Figure 1. Routed metal per tile (run 1).
The die is cut into 26 by 16 equal tiles; black is low, pale yellow is high, scaled to the fullest tile. Values are wire area over tile area, all layers added.
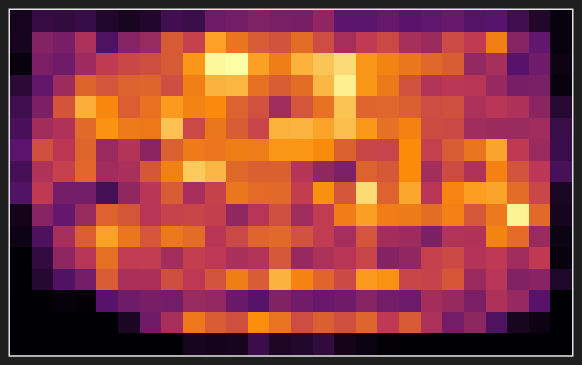
Figure 2. Met1 routing (run 1).
Supply wires on this layer in grey.
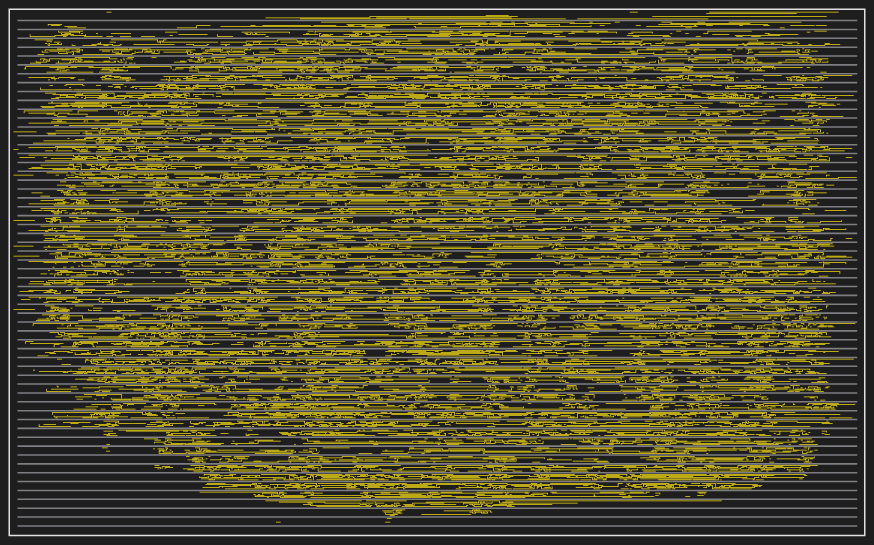
Figure 3. Placement view (run 1).
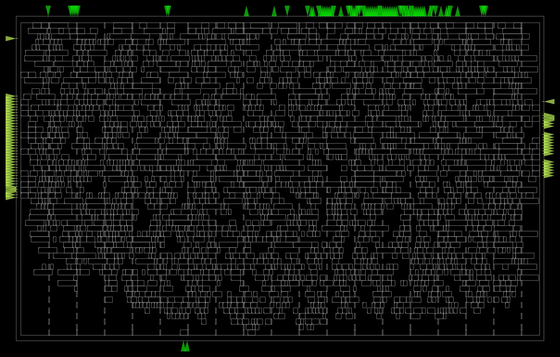
`src/rtl/mult_div_if.sv`:
```
// Operand/result bundle between the EX-stage control path and the multiply/divide unit.
// master drives the request, slave is the unit that owns HI/LO.
interface mult_div_if #(
    parameter int WIDTH = 32
);
    logic             start;
    logic [2:0]       MDOp;
    logic [WIDTH-1:0] A;
    logic [WIDTH-1:0] B;
    logic             busy;
    logic             done;
    logic [WIDTH-1:0] HI;
    logic [WIDTH-1:0] LO;

    modport master (
        output start, MDOp, A, B,
        input  busy, done, HI, LO
    );

    modport slave (
        input  start, MDOp, A, B,
        output busy, done, HI, LO
    );
endinterface

```
`src/rtl/mult_div_unit.sv`:
```
// Iterative multiply/divide unit owning the architectural HI/LO registers.
// One shared 2*WIDTH accumulator serves both shift-add multiply and restoring divide.
//
//   state | meaning
//   IDLE  | accepts MULT/MULTU/DIV/DIVU (-> RUN) and MTHI/MTLO (single cycle)
//   RUN   | one iteration per clock; last iteration writes HI/LO and pulses done
module mult_div_unit #(
    parameter int WIDTH = 32
) (
    input  logic       clk,
    input  logic       rst,
    mult_div_if.slave  bus
);
    localparam int CNT_W = $clog2(WIDTH) + 1;

    localparam logic [2:0] OP_MULT  = 3'b001;
    localparam logic [2:0] OP_MULTU = 3'b010;
    localparam logic [2:0] OP_DIV   = 3'b011;
    localparam logic [2:0] OP_DIVU  = 3'b100;
    localparam logic [2:0] OP_MTHI  = 3'b101;
    localparam logic [2:0] OP_MTLO  = 3'b110;

    typedef enum logic {IDLE, RUN} state_t;

    state_t               state_q, state_d;
    logic                 busy_q, busy_d;
    logic                 done_q, done_d;
    logic [CNT_W-1:0]     cnt;
    logic [2*WIDTH-1:0]   acc;
    logic [WIDTH-1:0]     opnd;
    logic [WIDTH-1:0]     a_raw;
    logic                 is_div;
    logic                 b_zero;
    logic                 neg_main;
    logic                 neg_rem;
    logic [WIDTH-1:0]     hi_q, lo_q;

    logic                 idle_req;
    logic                 accept_iter;
    logic                 last;
    logic                 op_signed;
    logic [WIDTH-1:0]     mag_a, mag_b;

    logic [WIDTH:0]       mul_sum;
    logic [2*WIDTH-1:0]   mul_next;
    logic [WIDTH:0]       rem_sh;
    logic [WIDTH:0]       rem_diff;
    logic                 rem_ge;
    logic [2*WIDTH-1:0]   div_next;
    logic [2*WIDTH-1:0]   acc_next;
    logic [2*WIDTH-1:0]   mul_res;
    logic [WIDTH-1:0]     quo, rem;
    logic [WIDTH-1:0]     hi_res, lo_res;

    assign idle_req    = bus.start && (state_q == IDLE);
    assign accept_iter = idle_req && (bus.MDOp inside {OP_MULT, OP_MULTU, OP_DIV, OP_DIVU});
    assign last        = (state_q == RUN) && (cnt == CNT_W'(WIDTH - 1));
    assign op_signed   = (bus.MDOp == OP_MULT) || (bus.MDOp == OP_DIV);

    // Two's-complement negation of the most negative value yields itself,
    // which is the correct unsigned magnitude.
    assign mag_a = (op_signed && bus.A[WIDTH-1]) ? -bus.A : bus.A;
    assign mag_b = (op_signed && bus.B[WIDTH-1]) ? -bus.B : bus.B;

    // Multiply step: acc = {partial high, remaining multiplier bits}
    assign mul_sum  = {1'b0, acc[2*WIDTH-1:WIDTH]} + (acc[0] ? {1'b0, opnd} : '0);
    assign mul_next = {mul_sum, acc[WIDTH-1:1]};

    // Divide step: acc = {partial remainder, dividend bits shifting into quotient}
    assign rem_sh   = {acc[2*WIDTH-1:WIDTH], acc[WIDTH-1]};
    assign rem_ge   = (rem_sh >= {1'b0, opnd});
    assign rem_diff = rem_sh - {1'b0, opnd};
    assign div_next = {(rem_ge ? rem_diff[WIDTH-1:0] : rem_sh[WIDTH-1:0]),
                       acc[WIDTH-2:0], rem_ge};

    assign acc_next = is_div ? div_next : mul_next;

    assign mul_res = neg_main ? -mul_next : mul_next;
    assign quo     = neg_main ? -div_next[WIDTH-1:0] : div_next[WIDTH-1:0];
    assign rem     = neg_rem ? -div_next[2*WIDTH-1:WIDTH] : div_next[2*WIDTH-1:WIDTH];

    always_comb begin
        hi_res = mul_res[2*WIDTH-1:WIDTH];
        lo_res = mul_res[WIDTH-1:0];
        if (is_div) begin
            if (b_zero) begin
                hi_res = a_raw;
                lo_res = '1;
            end else begin
                hi_res = rem;
                lo_res = quo;
            end
        end
    end

    always_comb begin
        state_d = state_q;
        busy_d  = 1'b0;
        done_d  = 1'b0;
        case (state_q)
            IDLE: begin
                if (accept_iter) begin
                    state_d = RUN;
                    busy_d  = 1'b1;
                end
            end
            RUN: begin
                if (last) begin
                    state_d = IDLE;
                    done_d  = 1'b1;
                end else begin
                    busy_d  = 1'b1;
                end
            end
            default: state_d = IDLE;
        endcase
    end

    always_ff @(posedge clk or posedge rst) begin
        if (rst) begin
            state_q <= IDLE;
            busy_q  <= 1'b0;
            done_q  <= 1'b0;
        end else begin
            state_q <= state_d;
            busy_q  <= busy_d;
            done_q  <= done_d;
        end
    end

    always_ff @(posedge clk or posedge rst) begin
        if (rst) begin
            cnt      <= '0;
            acc      <= '0;
            opnd     <= '0;
            a_raw    <= '0;
            is_div   <= 1'b0;
            b_zero   <= 1'b0;
            neg_main <= 1'b0;
            neg_rem  <= 1'b0;
            hi_q     <= '0;
            lo_q     <= '0;
        end else if (state_q == IDLE) begin
            if (accept_iter) begin
                cnt      <= '0;
                a_raw    <= bus.A;
                b_zero   <= (bus.B == '0);
                neg_main <= op_signed && (bus.A[WIDTH-1] ^ bus.B[WIDTH-1]);
                neg_rem  <= op_signed && bus.A[WIDTH-1];
                if ((bus.MDOp == OP_DIV) || (bus.MDOp == OP_DIVU)) begin
                    is_div <= 1'b1;
                    opnd   <= mag_b;
                    acc    <= {{WIDTH{1'b0}}, mag_a};
                end else begin
                    is_div <= 1'b0;
                    opnd   <= mag_a;
                    acc    <= {{WIDTH{1'b0}}, mag_b};
                end
            end else if (idle_req && (bus.MDOp == OP_MTHI)) begin
                hi_q <= bus.A;
            end else if (idle_req && (bus.MDOp == OP_MTLO)) begin
                lo_q <= bus.A;
            end
        end else begin
            acc <= acc_next;
            cnt <= cnt + CNT_W'(1);
            if (last) begin
                hi_q <= hi_res;
                lo_q <= lo_res;
            end
        end
    end

    assign bus.busy = busy_q;
    assign bus.done = done_q;
    assign bus.HI   = hi_q;
    assign bus.LO   = lo_q;
endmodule

```
`src/flat_wrapper.sv`:
```
// flat-port wrapper written by rule: the top's interface ports become plain ports
module mult_div_unit_flat 
#(
    parameter int WIDTH = 32
)
  (clk, rst, bus_start, bus_MDOp, bus_A, bus_B, bus_busy, bus_done, bus_HI, bus_LO);
  mult_div_if #(.WIDTH(WIDTH)) bus_i ();
  input  logic clk;
  input  logic rst;
  input wire logic [$bits(bus_i.start)-1:0] bus_start;
  input wire logic [$bits(bus_i.MDOp)-1:0] bus_MDOp;
  input wire logic [$bits(bus_i.A)-1:0] bus_A;
  input wire logic [$bits(bus_i.B)-1:0] bus_B;
  output wire logic [$bits(bus_i.busy)-1:0] bus_busy;
  output wire logic [$bits(bus_i.done)-1:0] bus_done;
  output wire logic [$bits(bus_i.HI)-1:0] bus_HI;
  output wire logic [$bits(bus_i.LO)-1:0] bus_LO;
  assign bus_i.start = bus_start;
  assign bus_i.MDOp = bus_MDOp;
  assign bus_i.A = bus_A;
  assign bus_i.B = bus_B;
  assign bus_busy = bus_i.busy;
  assign bus_done = bus_i.done;
  assign bus_HI = bus_i.HI;
  assign bus_LO = bus_i.LO;
  mult_div_unit #(.WIDTH(WIDTH)) u_core (.clk(clk), .rst(rst), .bus(bus_i));
endmodule
```
`config.mk`:
```
export PLATFORM = sky130hd
export DESIGN_NAME = mult_div_unit_flat
export DESIGN_NICKNAME = d
export VERILOG_FILES = /design/src/rtl/mult_div_if.sv /design/src/rtl/mult_div_unit.sv /design/src/flat_wrapper.sv
export SDC_FILE = /design/constraint.sdc
export NUM_CORES = 1
export LEC_CHECK = 0
export ABC_CLOCK_PERIOD_IN_PS = 23000
export CAP_MARGIN = 20
export CORE_AREA = 2 2 260 159
export CTS_CLUSTER_SIZE = 24
export DETAILED_ROUTE_END_ITERATION = 12
export DIE_AREA = 0 0 262 161
export PLACE_DENSITY = 0.69
export SYNTH_ARGS = -nofsm -noshare
export SYNTH_HDL_FRONTEND = slang
export SYNTH_SLANG_ARGS = --single-unit
```
`constraint.sdc`:
```
create_clock -name clk -period 23 [get_ports clk]
set_input_delay 6.9 -clock clk [delete_from_list [all_inputs] [get_ports clk]]
set_output_delay 6.9 -clock clk [all_outputs]
set_load 0.005 [all_outputs]
```
==> summary.log, run 1 <==
INFO  cells_and_area clkbuf_count=30
INFO  logic_synthesis synthesis.area=19,800µm²
INFO  job            maxCapViolations=0
INFO  placement      post-place-ws=12,200ps
INFO  logic_synthesis muxShareOfSynthArea=0.0330
INFO  cells_and_area mostFrequentLayoutCells=nand2_1 (379), nor2_1 (259), dfrtp_1 (201)
INFO  drt            detail_route.vias_per_cell=6.85
INFO  worst_setup_path worstSetupEndpoint=u_core.acc[27]$_DFFE_PP0P_
INFO  cells_and_area final_layout_top_logic_cell=nand2_1
INFO  logic_synthesis post_synth_num_cell_types=100
INFO  final_timing   finalCritPeriodShare=0.452
INFO  clocking       cts_max_level=1
INFO  grt            grt_antenna_before_repair=5
INFO  logic_synthesis yosysSeqAreaShare=0.258
INFO  grt            grt.met1_usage=0.590
INFO  cells_and_area registers.top_by_ff_count=u_core.acc
INFO  worst_hold_path hold-path-endpoint=u_core.a_raw[10]$_DFFE_PP0P_
INFO  status         status=completed
INFO  worst_setup_path worst-r2r-cell-count=18
INFO  cells_and_area antennaDiodeCount=2
INFO  floorplan      core-area=39,900µm²
INFO  logic_synthesis yosysWarnings=0
INFO  cells_and_area num-nonclk-buffers=168
INFO  worst_setup_path cp_num_cells=12
INFO  cells_and_area final_layout_size_suffix_gt1_frac=0.0510
INFO  placement      placed_cell_area=21,300µm²
INFO  logic_synthesis synth-cells-yosys=2,645
INFO  worst_setup_path crit_path_max_fanout=7
INFO  drt            wl_met3=14,200µm
INFO  worst_hold_path worst_hold_path_type=reg2reg
INFO  cells_and_area area.share.sequential=0.232
INFO  final_timing   timing.clock.skew=20.8ps
INFO  grt            groute.layer.met3.usage=0.169
INFO  final_timing   worst_pin_slew=1270ps
INFO  logic_synthesis ys_sh_xor=0.0909
INFO  cells_and_area mi_logic_area=13,600µm²
INFO  logic_synthesis ys_async_sr_fraction=1.00
INFO  worst_setup_path critPathLaunchType=primary input
INFO  cells_and_area comb_share=0.618
INFO  logic_synthesis cell_area_leaders=dfrtp_1 (26%), nand2_1 (7.2%), xnor2_1 (6.0%), o21ai_0 (5.0%), nor2_1 (4.9%)
INFO  clocking       cts.reportedPaths.clkPinSlew=80ps
INFO  clocking       clock_sink_count=204
INFO  worst_setup_path critical-path-slowest-cell=clkdlybuf4s50_1
INFO  cells_and_area non_clock_buffer_area_share=0.0726
INFO  worst_setup_path rr_startpoint=u_core.acc[40]$_DFFE_PP0P_
INFO  clocking       clock_latency_on_the_worst_skew_pair=550ps
INFO  final_timing   setup_violations=0
INFO  worst_hold_path worst_hold_startpoint=u_core.a_raw[10]$_DFFE_PP0P_
INFO  cells_and_area finish.instance_area=22,000µm²
INFO  final_timing   maxClockFrequency=0.0963GHz
INFO  worst_hold_path whs_path_depth=2
## Picture notes: Figure 1
emptiest ninth of the die = bottom left
mean over tiles = 0.36
fullest tile = 0.79
tiles over half the peak = 48%
nearly empty tiles = 7.2%
wirelength, routed: 83,900 µm
via count of the routed design: 21,800
aggregate global-route resource usage: 0.391
detailed-route wire length per cell: 26.4 µm

## Picture notes: Figure 2
wire length on this layer = 36.0 mm
share of all routed wire = 43%

## Picture notes: Figure 3
number of sequential cells: 204
Row Count: 57
tapcell count: 531

Figure 4. Metal layers overlaid (run 1).
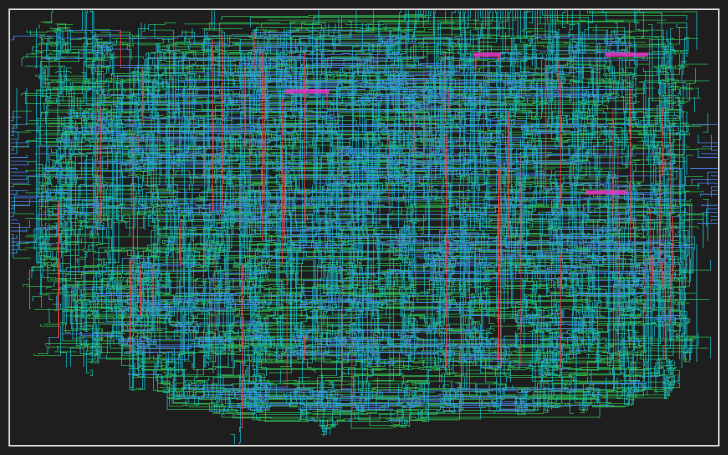

==> run 1 -> run 2 <==
ABC_CLOCK_PERIOD_IN_PS = 9200   (was 23000)
PLACE_DENSITY = 0.72   (was 0.69)
clock period = 9.2 ns   (was 23 ns; I/O delays follow)
Figure 5. Metal layers overlaid (run 2).
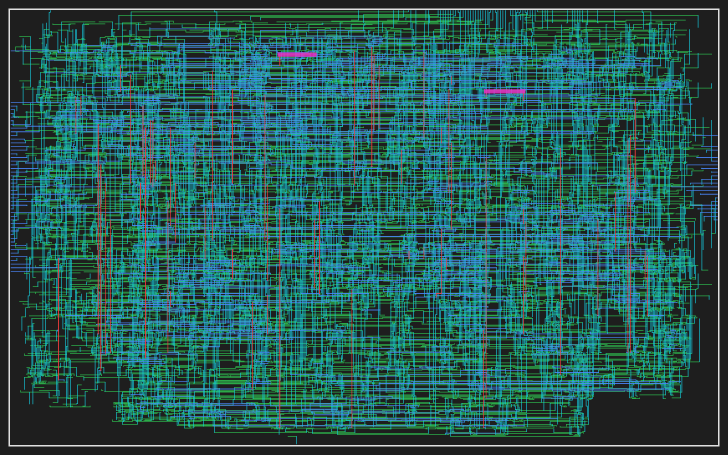
magenta -> metal 5  # wire length 26.7 µm
blue -> metal 3  # wire length 13,800 µm
red -> metal 4  # wire length 2,010 µm
green -> metal 1  # wire length 39.3 mm
cyan -> metal 2  # wire length 32.3 mm

==> summary.log, run 2 <==
INFO  status         status=completed
INFO  drt            detail_route.vias_per_cell=6.88
INFO  clocking       clock_sink_count=204
INFO  cells_and_area clkbuf_count=32
INFO  floorplan      core-area=39,900µm²
INFO  grt            aggregate_global_route_resource_usage=0.410
INFO  clocking       clock_latency_on_the_worst_skew_pair=550ps
INFO  final_timing   timing.clock.skew=17.2ps
INFO  worst_hold_path whs_path_depth=2
INFO  drt            wl_met1=39,300µm
INFO  drt            route.detailed.wl_per_inst=27.5µm
INFO  cells_and_area antennaDiodeCount=1
INFO  logic_synthesis ys_async_sr_fraction=1.00
INFO  clocking       cts.reportedPaths.clkPinSlew=70ps
INFO  logic_synthesis yosys.area_share.simple=0.227
INFO  worst_setup_path crit_type=reg2reg
INFO  cells_and_area number_of_sequential_cells=204
INFO  worst_hold_path worst_hold_path_type=reg2reg
INFO  worst_setup_path worst-r2r-cell-count=18
INFO  logic_synthesis synth-cells-yosys=2,645
INFO  clocking       buffer_count_from_post_cts_setup_fixing=0
INFO  cells_and_area non_clock_buffer_area_share=0.0745
INFO  final_timing   finalCritPeriodShare=0.741
INFO  cells_and_area mi_logic_area=13,600µm²
INFO  floorplan      num_rows=57
INFO  logic_synthesis post_synth_num_cell_types=100
INFO  clocking       clk_path_buf_depth=3
INFO  logic_synthesis muxShareOfSynthArea=0.0330
INFO  cells_and_area final_layout_size_suffix_gt1_frac=0.0535
INFO  floorplan      floorplan.die.height=161µm
INFO  cells_and_area non_clock_inverter_count=79
INFO  logic_synthesis ys_sh_xor=0.0909
INFO  logic_synthesis cell_area_leaders=dfrtp_1 (26%), nand2_1 (7.2%), xnor2_1 (6.0%), o21ai_0 (5.0%), nor2_1 (4.9%)
INFO  grt            grt_antenna_before_repair=5
INFO  logic_synthesis yosysWarnings=0
INFO  worst_hold_path hold-path-endpoint=u_core.a_raw[2]$_DFFE_PP0P_
INFO  final_timing   setup_violations=0
INFO  worst_setup_path cp_num_cells=18
INFO  floorplan      tap-cell-count=531
INFO  worst_hold_path worst_hold_startpoint=u_core.a_raw[2]$_DFFE_PP0P_
INFO  worst_setup_path crit_path_max_fanout=13
INFO  logic_synthesis synthesis.area=19,800µm²
INFO  worst_setup_path worstSetupEndpoint=u_core.bus.HI[22]$_DFFE_PP0P_
INFO  cells_and_area area.share.sequential=0.231
INFO  worst_setup_path critPathLaunchType=flop
INFO  worst_setup_path critical-path-slowest-cell=nor4_1
INFO  cells_and_area num-nonclk-buffers=172
INFO  cells_and_area final_layout_top_logic_cell=nand2_1
INFO  clocking       cts_made_buffers=23
INFO  cells_and_area finish.instance_area=22,100µm²
INFO  worst_setup_path rr_startpoint=u_core.acc[40]$_DFFE_PP0P_
INFO  final_timing   maxClockFrequency=0.147GHz
INFO  placement      post-place-ws=2560ps
INFO  cells_and_area registers.top_by_ff_count=u_core.acc
INFO  grt            groute.layer.met3.usage=0.164
INFO  logic_synthesis yosysSeqAreaShare=0.258
INFO  cells_and_area mostFrequentLayoutCells=nand2_1 (379), nor2_1 (259), dfrtp_1 (201)
Figure 6. Met1 routing (run 2).
Supply wires on this layer in grey.
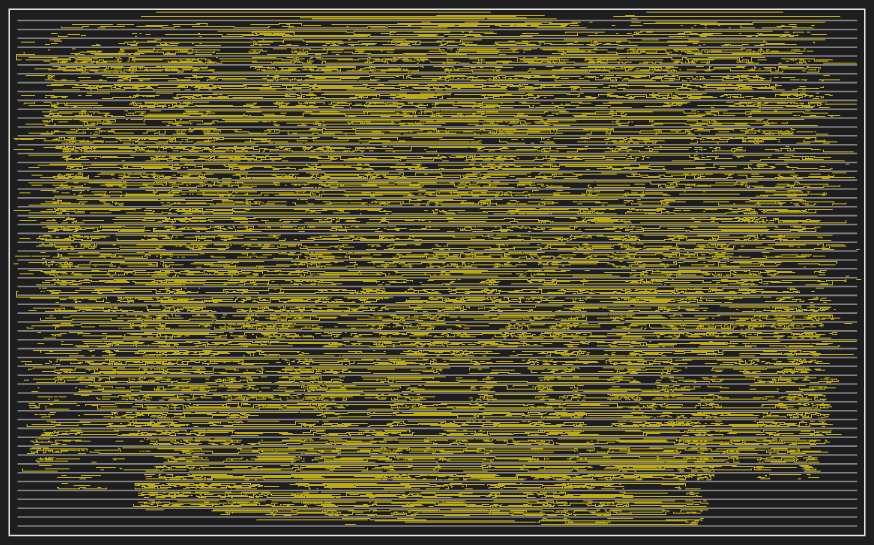
wirelength, routed: 87,500 µm
via count of the routed design: 21,900
GRT met1 Usage: 0.636

